==> src/rtl/morse_char_accumulator_pkg.sv <==
// Shared Morse definitions: symbol codes, symbol width, word-state type and
// the width helper for symbol counters.
package morse_char_accumulator_pkg;

   localparam int SYM_W = 2;

   localparam logic [SYM_W-1:0] MORSE_NONE = 2'b00;
   localparam logic [SYM_W-1:0] MORSE_DOT  = 2'b01;
   localparam logic [SYM_W-1:0] MORSE_LINE = 2'b11;

   typedef enum logic [1:0] {
      W_EMPTY    = 2'd0,
      W_BUILDING = 2'd1,
      W_FULL     = 2'd2
   } word_state_t;

   // Bits needed to hold a symbol count in the range 0..max_symbols.
   function automatic int count_w(input int max_symbols);
      return $clog2(max_symbols + 1);
   endfunction

endpackage

==> src/rtl/morse_char_accumulator_fifo.sv <==
// morse_char_fifo: first-word-fall-through FIFO for committed characters.
// The head entry is visible on pop_data while the FIFO is non-empty. A push
// into a full FIFO is accepted only when a pop happens in the same cycle.
// Pointers carry one extra wrap bit so that full and empty can be told apart.
module morse_char_fifo #(
   parameter int DEPTH = 4,
   parameter int WIDTH = 13
) (
   input  logic                       clock,
   input  logic                       resetn,
   input  logic                       push,
   input  logic [WIDTH-1:0]           push_data,
   input  logic                       pop,
   output logic [WIDTH-1:0]           pop_data,
   output logic                       full,
   output logic                       empty,
   output logic [$clog2(DEPTH+1)-1:0] level
);

   localparam int AW = $clog2(DEPTH);
   localparam int PW = AW + 1;

   logic [PW-1:0]    wr_ptr_q, wr_ptr_d;
   logic [PW-1:0]    rd_ptr_q, rd_ptr_d;
   logic [WIDTH-1:0] mem_q [DEPTH];
   logic [WIDTH-1:0] mem_d [DEPTH];
   logic             do_push;
   logic             do_pop;

   assign empty    = (wr_ptr_q == rd_ptr_q);
   assign full     = (wr_ptr_q[AW] != rd_ptr_q[AW]) &&
                     (wr_ptr_q[AW-1:0] == rd_ptr_q[AW-1:0]);
   assign level    = wr_ptr_q - rd_ptr_q;
   assign pop_data = mem_q[rd_ptr_q[AW-1:0]];

   // Accept pushes and pops, advance pointers and write the new entry.
   always_comb begin
      do_push  = push && (!full || pop);
      do_pop   = pop && !empty;
      wr_ptr_d = wr_ptr_q;
      rd_ptr_d = rd_ptr_q;
      mem_d    = mem_q;
      if (do_push) begin
         mem_d[wr_ptr_q[AW-1:0]] = push_data;
         wr_ptr_d                = wr_ptr_q + PW'(1);
      end
      if (do_pop) begin
         rd_ptr_d = rd_ptr_q + PW'(1);
      end
   end

   // Pointer registers; only these need a reset to define the FIFO as empty.
   always_ff @(posedge clock) begin
      if (!resetn) begin
         wr_ptr_q <= '0;
         rd_ptr_q <= '0;
      end else begin
         wr_ptr_q <= wr_ptr_d;
         rd_ptr_q <= rd_ptr_d;
      end
   end

   // Entry storage; contents are meaningless until written.
   always_ff @(posedge clock) begin
      mem_q <= mem_d;
   end

endmodule

==> src/rtl/morse_char_accumulator.sv <==
// morse_char_accumulator: per-player Morse character builder.
// Dot/line pulses are shifted into a code word; a rising edge on next_input
// commits the word into a small FWFT FIFO read through out_valid/out_ready.
// Optional feature macro MORSE_AUTO_COMMIT_EN: when defined, a word left idle
// for IDLE_CYCLES clocks is committed automatically.
module morse_char_accumulator
   import morse_char_accumulator_pkg::*;
#(
   parameter  int MAX_SYMBOLS = 5,
   parameter  int DEPTH       = 4,
   parameter  int IDLE_CYCLES = 2500,
   localparam int CODE_W      = 2 * MAX_SYMBOLS,
   localparam int CNT_W       = count_w(MAX_SYMBOLS),
   localparam int LVL_W       = $clog2(DEPTH + 1)
) (
   input  logic              clock,
   input  logic              resetn,
   input  logic              ld_dot,
   input  logic              ld_line,
   input  logic              next_input,
   input  logic              clear,
   output logic [CODE_W-1:0] cur_code,
   output logic [CNT_W-1:0]  cur_count,
   output logic [CODE_W-1:0] out_code,
   output logic [CNT_W-1:0]  out_count,
   output logic              out_valid,
   input  logic              out_ready,
   output logic [LVL_W-1:0]  level,
   output logic              sym_ovf,
   output logic              sym_err,
   output logic              char_drop
);

   localparam int ENTRY_W = CNT_W + CODE_W;

   word_state_t        state_q, state_d;
   logic [CODE_W-1:0]  word_q, word_d;
   logic [CNT_W-1:0]   count_q, count_d;
   logic               nin_q, nin_d;
   logic               sym_ovf_q, sym_ovf_d;
   logic               sym_err_q, sym_err_d;
   logic               char_drop_q, char_drop_d;

   logic               word_has;
   logic               word_full;
   logic               sym_val;
   logic [SYM_W-1:0]   sym_code;
   logic               edge_commit;
   logic               timeout;
   logic               commit;
   logic               push;
   logic               pop;
   logic               fifo_full;
   logic               fifo_empty;
   logic [ENTRY_W-1:0] head;

   assign sym_val     = ld_dot ^ ld_line;
   assign sym_code    = ld_line ? MORSE_LINE : MORSE_DOT;
   assign edge_commit = next_input && !nin_q;
   assign commit      = edge_commit || timeout;
   assign pop         = out_valid && out_ready;
   assign nin_d       = next_input;

`ifdef MORSE_AUTO_COMMIT_EN
   localparam int TMR_W = (IDLE_CYCLES > 1) ? $clog2(IDLE_CYCLES) : 1;

   logic [TMR_W-1:0] idle_q, idle_d;

   // Idle timer: restarts on any symbol, commit or clear, and rests at 0 while no word exists.
   always_comb begin
      timeout = word_has && (idle_q == TMR_W'(IDLE_CYCLES - 1));
      idle_d  = idle_q + TMR_W'(1);
      if (sym_val || !word_has || commit || clear) begin
         idle_d = '0;
      end
   end

   // Idle timer register.
   always_ff @(posedge clock) begin
      if (!resetn) begin
         idle_q <= '0;
      end else begin
         idle_q <= idle_d;
      end
   end
`else
   assign timeout = 1'b0;
`endif

   // Word FSM state register.
   always_ff @(posedge clock) begin
      if (!resetn) begin
         state_q <= W_EMPTY;
      end else begin
         state_q <= state_d;
      end
   end

   // Word FSM next state, tracking the symbol count the word will hold next cycle.
   always_comb begin
      state_d = W_BUILDING;
      if (count_d == '0) begin
         state_d = W_EMPTY;
      end else if (count_d == CNT_W'(MAX_SYMBOLS)) begin
         state_d = W_FULL;
      end
   end

   // Word FSM outputs.
   always_comb begin
      word_has  = (state_q != W_EMPTY);
      word_full = (state_q == W_FULL);
   end

   // Word update, commit decision and sticky flags; clear outranks commit,
   // and a symbol arriving with clear or commit starts the next word.
   always_comb begin
      word_d      = word_q;
      count_d     = count_q;
      push        = 1'b0;
      sym_ovf_d   = sym_ovf_q;
      sym_err_d   = sym_err_q || (ld_dot && ld_line);
      char_drop_d = char_drop_q;
      if (clear || (commit && word_has)) begin
         if (!clear) begin
            if (!fifo_full || pop) begin
               push = 1'b1;
            end else begin
               char_drop_d = 1'b1;
            end
         end
         if (sym_val) begin
            word_d  = {{(CODE_W-SYM_W){1'b0}}, sym_code};
            count_d = CNT_W'(1);
         end else begin
            word_d  = '0;
            count_d = '0;
         end
      end else if (sym_val) begin
         if (word_full) begin
            sym_ovf_d = 1'b1;
         end else begin
            word_d  = {word_q[CODE_W-SYM_W-1:0], sym_code};
            count_d = count_q + CNT_W'(1);
         end
      end
   end

   // Word, edge-detect and flag registers.
   always_ff @(posedge clock) begin
      if (!resetn) begin
         word_q      <= '0;
         count_q     <= '0;
         nin_q       <= 1'b0;
         sym_ovf_q   <= 1'b0;
         sym_err_q   <= 1'b0;
         char_drop_q <= 1'b0;
      end else begin
         word_q      <= word_d;
         count_q     <= count_d;
         nin_q       <= nin_d;
         sym_ovf_q   <= sym_ovf_d;
         sym_err_q   <= sym_err_d;
         char_drop_q <= char_drop_d;
      end
   end

   morse_char_fifo #(
      .DEPTH (DEPTH),
      .WIDTH (ENTRY_W)
   ) u_fifo (
      .clock     (clock),
      .resetn    (resetn),
      .push      (push),
      .push_data ({count_q, word_q}),
      .pop       (pop),
      .pop_data  (head),
      .full      (fifo_full),
      .empty     (fifo_empty),
      .level     (level)
   );

   // Head fields are forced to zero while empty so stale storage never shows.
   assign out_valid = !fifo_empty;
   assign out_code  = fifo_empty ? '0 : head[CODE_W-1:0];
   assign out_count = fifo_empty ? '0 : head[ENTRY_W-1:CODE_W];
   assign cur_code  = word_q;
   assign cur_count = count_q;
   assign sym_ovf   = sym_ovf_q;
   assign sym_err   = sym_err_q;
   assign char_drop = char_drop_q;

endmodule
==> config.mk <==
export PLATFORM = sky130hd
export DESIGN_NAME = morse_char_accumulator
export DESIGN_NICKNAME = d
export VERILOG_FILES = /design/src/rtl/morse_char_accumulator_pkg.sv /design/src/rtl/morse_char_accumulator_fifo.sv /design/src/rtl/morse_char_accumulator.sv
export SDC_FILE = /design/constraint.sdc
export NUM_CORES = 1
export LEC_CHECK = 0
export ABC_AREA = 1
export CORE_MARGIN = 4
export CORE_UTILIZATION = 50
export DETAILED_ROUTE_END_ITERATION = 6
export GPL_TIMING_DRIVEN = 0
export PLACE_DENSITY = 0.87
export SYNTH_ARGS = -nofsm -noshare
export SYNTH_HDL_FRONTEND = slang
export SYNTH_SLANG_ARGS = --single-unit
export TNS_END_PERCENT = 50
==> constraint.sdc <==
create_clock -name clock -period 2.39 [get_ports clock]
set_clock_uncertainty 0.2 [all_clocks]
set_input_delay 0.3585 -clock clock [delete_from_list [all_inputs] [get_ports clock]]
set_output_delay 0.3585 -clock clock [all_outputs]
set_load 0.02 [all_outputs]
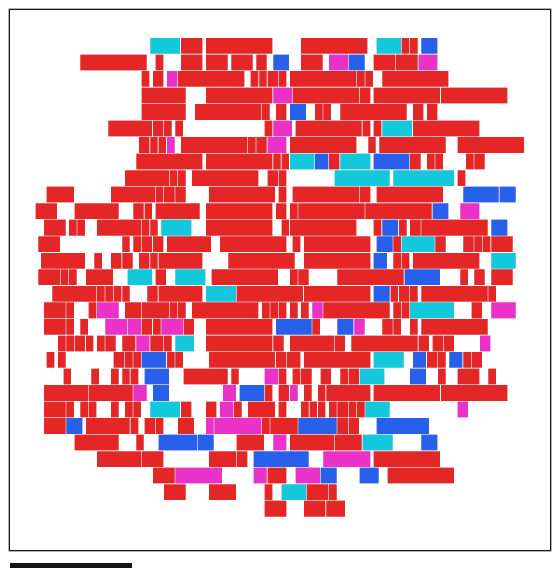
(run_1/sizes.png)
Bar = 20 µm.
| colour | size | cells | share | most used |
|---|---|---|---|---|
| magenta | _2 cells | 30 | 7.9% | a21oi_2 |
| cyan | _6 and larger | 21 | 5.5% | clkbuf_8 |
| blue | _3 and _4 cells | 33 | 8.6% | buf_4 |
| red | _0 and _1 cells | 298 | 78% | nor2_1 |

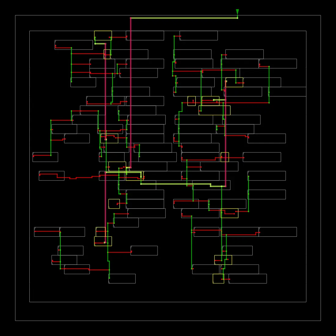
(run_1/clocks.png)
Clock buffer cells: 10
Power Clock: 0.000933 W
Skew-Pair Late Insertion Delay: 0.35 ns
TritonCTS buffer count: 9

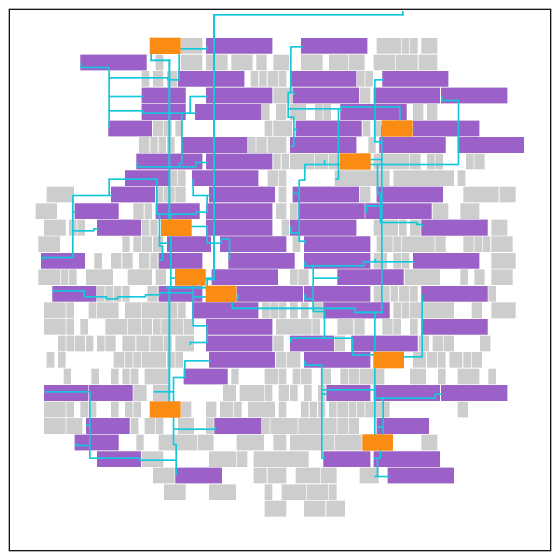
(run_1/clk_routes.png)
[cyan] clock wires | length: 831 µm
[orange] clock drivers | count: 9
[purple] flip-flops | count: 77
routed clock nets: 10

==> notes.md, run 1 <==
yosys + openroad results -> WL/cell=15.9 µm, H-Tree Depth=3, Largest register FFs=52, min-delay worst type=reg2reg, first-pass GRT wire length=11,500 µm, Cell Type Count=27, Worst Hold Launch=sym_err, leakage power=1.65 nW, met2 Use GR=34.5%, largest net degree at the start of global routing=15, flop2flop setup slack=0.10 ns, final setup fails=0, Simple-Gate Fraction of Synth Area=17.5%, vias in the first global route=2,415, vias=2,410, Post-Syn Area=3270 µm², CTS hold repair buffers=0, inverter count=30, Clk network pwr share=27.6%, Top Ports=40, post_cts resized=99, switching share of total power=32.1%, final worst slack=0.0563 ns, Top Layer Used=met4, upper clock frequency limit=429 MHz, DR pass1 iterations=4, grt ovf=0, Main logic family=simple AND/OR/NAND/NOR gates, Longest Clk Path Bufs=2, Worst Setup SP=u_fifo.rd_ptr_q[1], Plain + repair buffers=56, status=complete, no violations, Peak VDD IR=0.489 mV, most instantiated logic cells after routing=64 x nor2_1, 52 x edfxtp_1, 38 x nand2_1, sequential fraction of design power=43.6%, YS chip area=3270 µm², clock transition time at the flip-flop clock pins of the worst setup and hold paths=0.08 ns, WL met2=3800 µm, die area=7900 µm², Post-synth EDFFs=52, non-clk buf share=13.0%, CP required=1.83 ns, Power Dens Cells=811 nW/µm², MaxCap Viol Count=0, postcts setup bufs=3, R2R Path End=u_fifo.mem_q[38], Largest Register=u_fifo.mem_q, Detailed Route WL=7290 µm, Tmin final=2.33 ns, Crit-path slowest cell=dfxtp_4, fin area=4160 µm², Post-Place Setup Slack=-0.784 ns, antenna violations before repair=0, CTS tree=yes, Comb area=1140 µm², DP Area=3810 µm², Yosys top cell by area=edfxtp_1, Post-route DRC=0, Pint=0.00229 W, critical path type=reg2out, total number of yosys warnings=0, Seq power=0.00147 W, Comb area share=27.4%, Final Hold Vio Count=0, flops out of synthesis=77, Dominant cell area share=47.8%, CP peak stage delay=0.36 ns, CP startpoint kind=flop, row count=29, Final GP Congestion=0.832, Port Buf Inserts=39, Post-Synthesis Cells=320, Comb power=0.000971 W, Die Width=88.9 µm, R2R depth=8, Commonest cells post-synth=67 x nor2_1, 52 x edfxtp_1, 39 x nand2_1, CP delay by family, top=buffers and inverters, seq_cells=77, Synth mux share=0%, area fraction in xor and xnor cells=0.268%, Flop area=2070 µm², drt via density=5.25, Antenna Nets Post-Route=0, AND-OR/OR-AND Cells, Area Fraction=9.57%, Post-layout nets=395, Fillers=474, Core Region=6350 µm², Tapcells=77, crit path max fanout=5, Critical Path Sink=out_code[7], Most Used Layer, Global Route=met2, number of cells in Yosys stat=320, FP Util=51.5%, worst path cell trace=inv_4 > buf_8 > ha_4 > nand2_2 > inv_2 > nand3_4 > inv_8 > buf_12 > a21oi_2 > buf_6, Placed Cells=436, relative slew slack=49.4%, biggest area cells=edfxtp_1 48%, dfxtp_1 15%, nor2_1 7.7%, combinational power share=28.8%, Final clock-cell share=4.60%, tool warnings=32, Total GRT Usage=19.9%, Power, Total=0.00338 W, Die Height=88.9 µm, Floorplan Nets=338, Post-Layout Cell Count=459, met3 Track Usage GR=3.45%, cycle use final=97.6%, TNS Setup=0 ns, Ant. Diodes=0, worst slew pin tran=0.758 ns, fraction of layout cells with a size suffix above 1=22.0%, Switching Power=0.00108 W, hold path cells=2, most used flip-flop cell=edfxtp_1, Seq share, synth=63.1%, DR iter-0 viols=256, Met3 Routed Length=410 µm, WHS Endpoint=sym_err, worst r2r src=u_fifo.rd_ptr_q[1], clk sinks=77, Commonest Layout Cell=nor2_1, post-DP HPWL=4590 µm, crit path DAT=1.78 ns, grt met1 use=23.6%, most common cell in the netlist=nor2_1
--- run 2 (diff from run 1) ---
--- a/config.mk
+++ b/config.mk
@@ -10,6 +10,7 @@
 export CORE_UTILIZATION = 50
 export DETAILED_ROUTE_END_ITERATION = 6
 export GPL_TIMING_DRIVEN = 0
+export MAX_ROUTING_LAYER = met4
 export PLACE_DENSITY = 0.87
 export SYNTH_ARGS = -nofsm -noshare
 export SYNTH_HDL_FRONTEND = slang
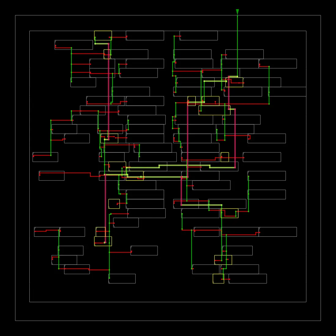
(run_2/clocks.png)
seq_cells: 77
Power Clock: 0.000938 W
clk sinks: 77

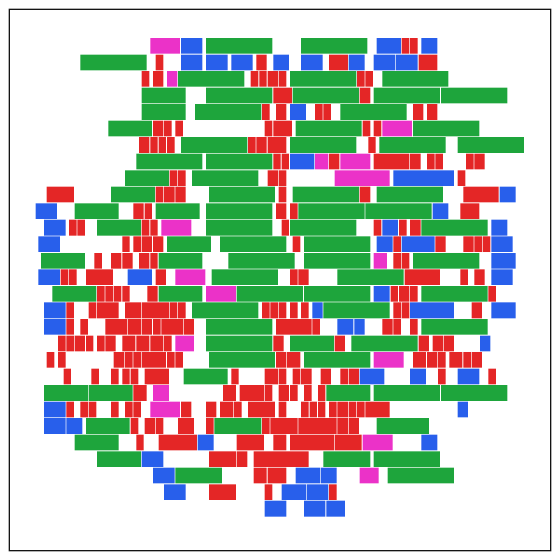
(run_2/placement_by_type.png)
| colour | class | cells | share of their area |
|---|---|---|---|
| green | flops | 77 | 51% |
| magenta | clock drivers and dummy loads | 16 | 4.7% |
| blue | other buffers and delay cells | 56 | 13% |
| red | combinational and other logic | 233 | 31% |

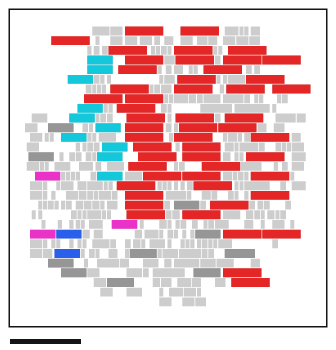
(run_2/flops_by_reg.png)
Bar = 20 µm. Other sequential cells in the stronger grey, the rest of the logic in the fainter grey.
| colour | name in the netlist | flops |
|---|---|---|
| magenta | `cur_count` | 3 |
| red | `u_fifo.mem_q` | 52 |
| blue | `state_q` | 2 |
| cyan | `cur_code` | 10 |

==> notes.md, run 2 <==
yosys + openroad results -> clock transition time at the flip-flop clock pins of the worst setup and hold paths=0.08 ns (about the same), tool warnings=32 (unchanged), Switching Power=0.00109 W (+0.42%), most common cell in the netlist=nor2_1, fin area=4160 µm² (unchanged), MaxCap Viol Count=0 (unchanged), Crit-path slowest cell=dfxtp_4, post_cts resized=99 (unchanged), flops out of synthesis=77 (unchanged), met2 Use GR=34.5% (unchanged), WL/cell=15.9 µm (+0.43%), Comb area share=27.4% (unchanged), Peak VDD IR=0.489 mV (+0.18%), post-DP HPWL=4590 µm (unchanged), Core Region=6350 µm² (unchanged), Critical Path Sink=out_code[4], H-Tree Depth=3 (unchanged), final worst slack=0.0684 ns (+0.0120 ns), Pint=0.00229 W (about the same), Simple-Gate Fraction of Synth Area=17.5% (unchanged), status=complete, no violations, Skew-Pair Late Insertion Delay=0.35 ns (about the same), CP required=1.83 ns (about the same), worst path cell trace=inv_4 > buf_8 > ha_4 > nand2_2 > inv_2 > nand3_4 > inv_8 > buf_12 > a21oi_2 > buf_4, CTS tree=yes, WL met2=3790 µm (-0.42%), first-pass GRT wire length=11,500 µm (unchanged), relative slew slack=48.8% (-0.62 points), DR pass1 iterations=4 (unchanged), Yosys top cell by area=edfxtp_1, die area=7900 µm² (unchanged), Top Layer Used=met4, crit path DAT=1.76 ns (-0.02 ns), Main logic family=simple AND/OR/NAND/NOR gates, Detailed Route WL=7320 µm (+0.43%), Total GRT Usage=20.5% (+0.64 points), area fraction in xor and xnor cells=0.268% (unchanged), Post-Place Setup Slack=-0.784 ns (unchanged), Seq share, synth=63.1% (unchanged), total number of yosys warnings=0 (unchanged), leakage power=1.65 nW (unchanged), Largest Register=u_fifo.mem_q, grt ovf=0 (unchanged), CTS hold repair buffers=0 (unchanged), Worst Hold Launch=sym_err, inverter count=30 (unchanged), Die Width=88.9 µm (unchanged), worst r2r src=u_fifo.rd_ptr_q[1], Most Used Layer, Global Route=met2, flop2flop setup slack=0.10 ns (about the same), met3 Track Usage GR=3.45% (unchanged), Post-route DRC=0 (unchanged), drt via density=5.33 (+1.5%), worst slew pin tran=0.767 ns (+0.00932 ns), Flop area=2070 µm² (unchanged), Plain + repair buffers=56 (unchanged), WHS Endpoint=sym_err, R2R depth=8 (unchanged), final setup fails=0 (unchanged), row count=29 (unchanged), DP Area=3810 µm² (unchanged), vias in the first global route=2,413 (-0.083%), upper clock frequency limit=431 MHz (+0.52%)
No activity file was given, so power comes from the tool's default toggle rates.
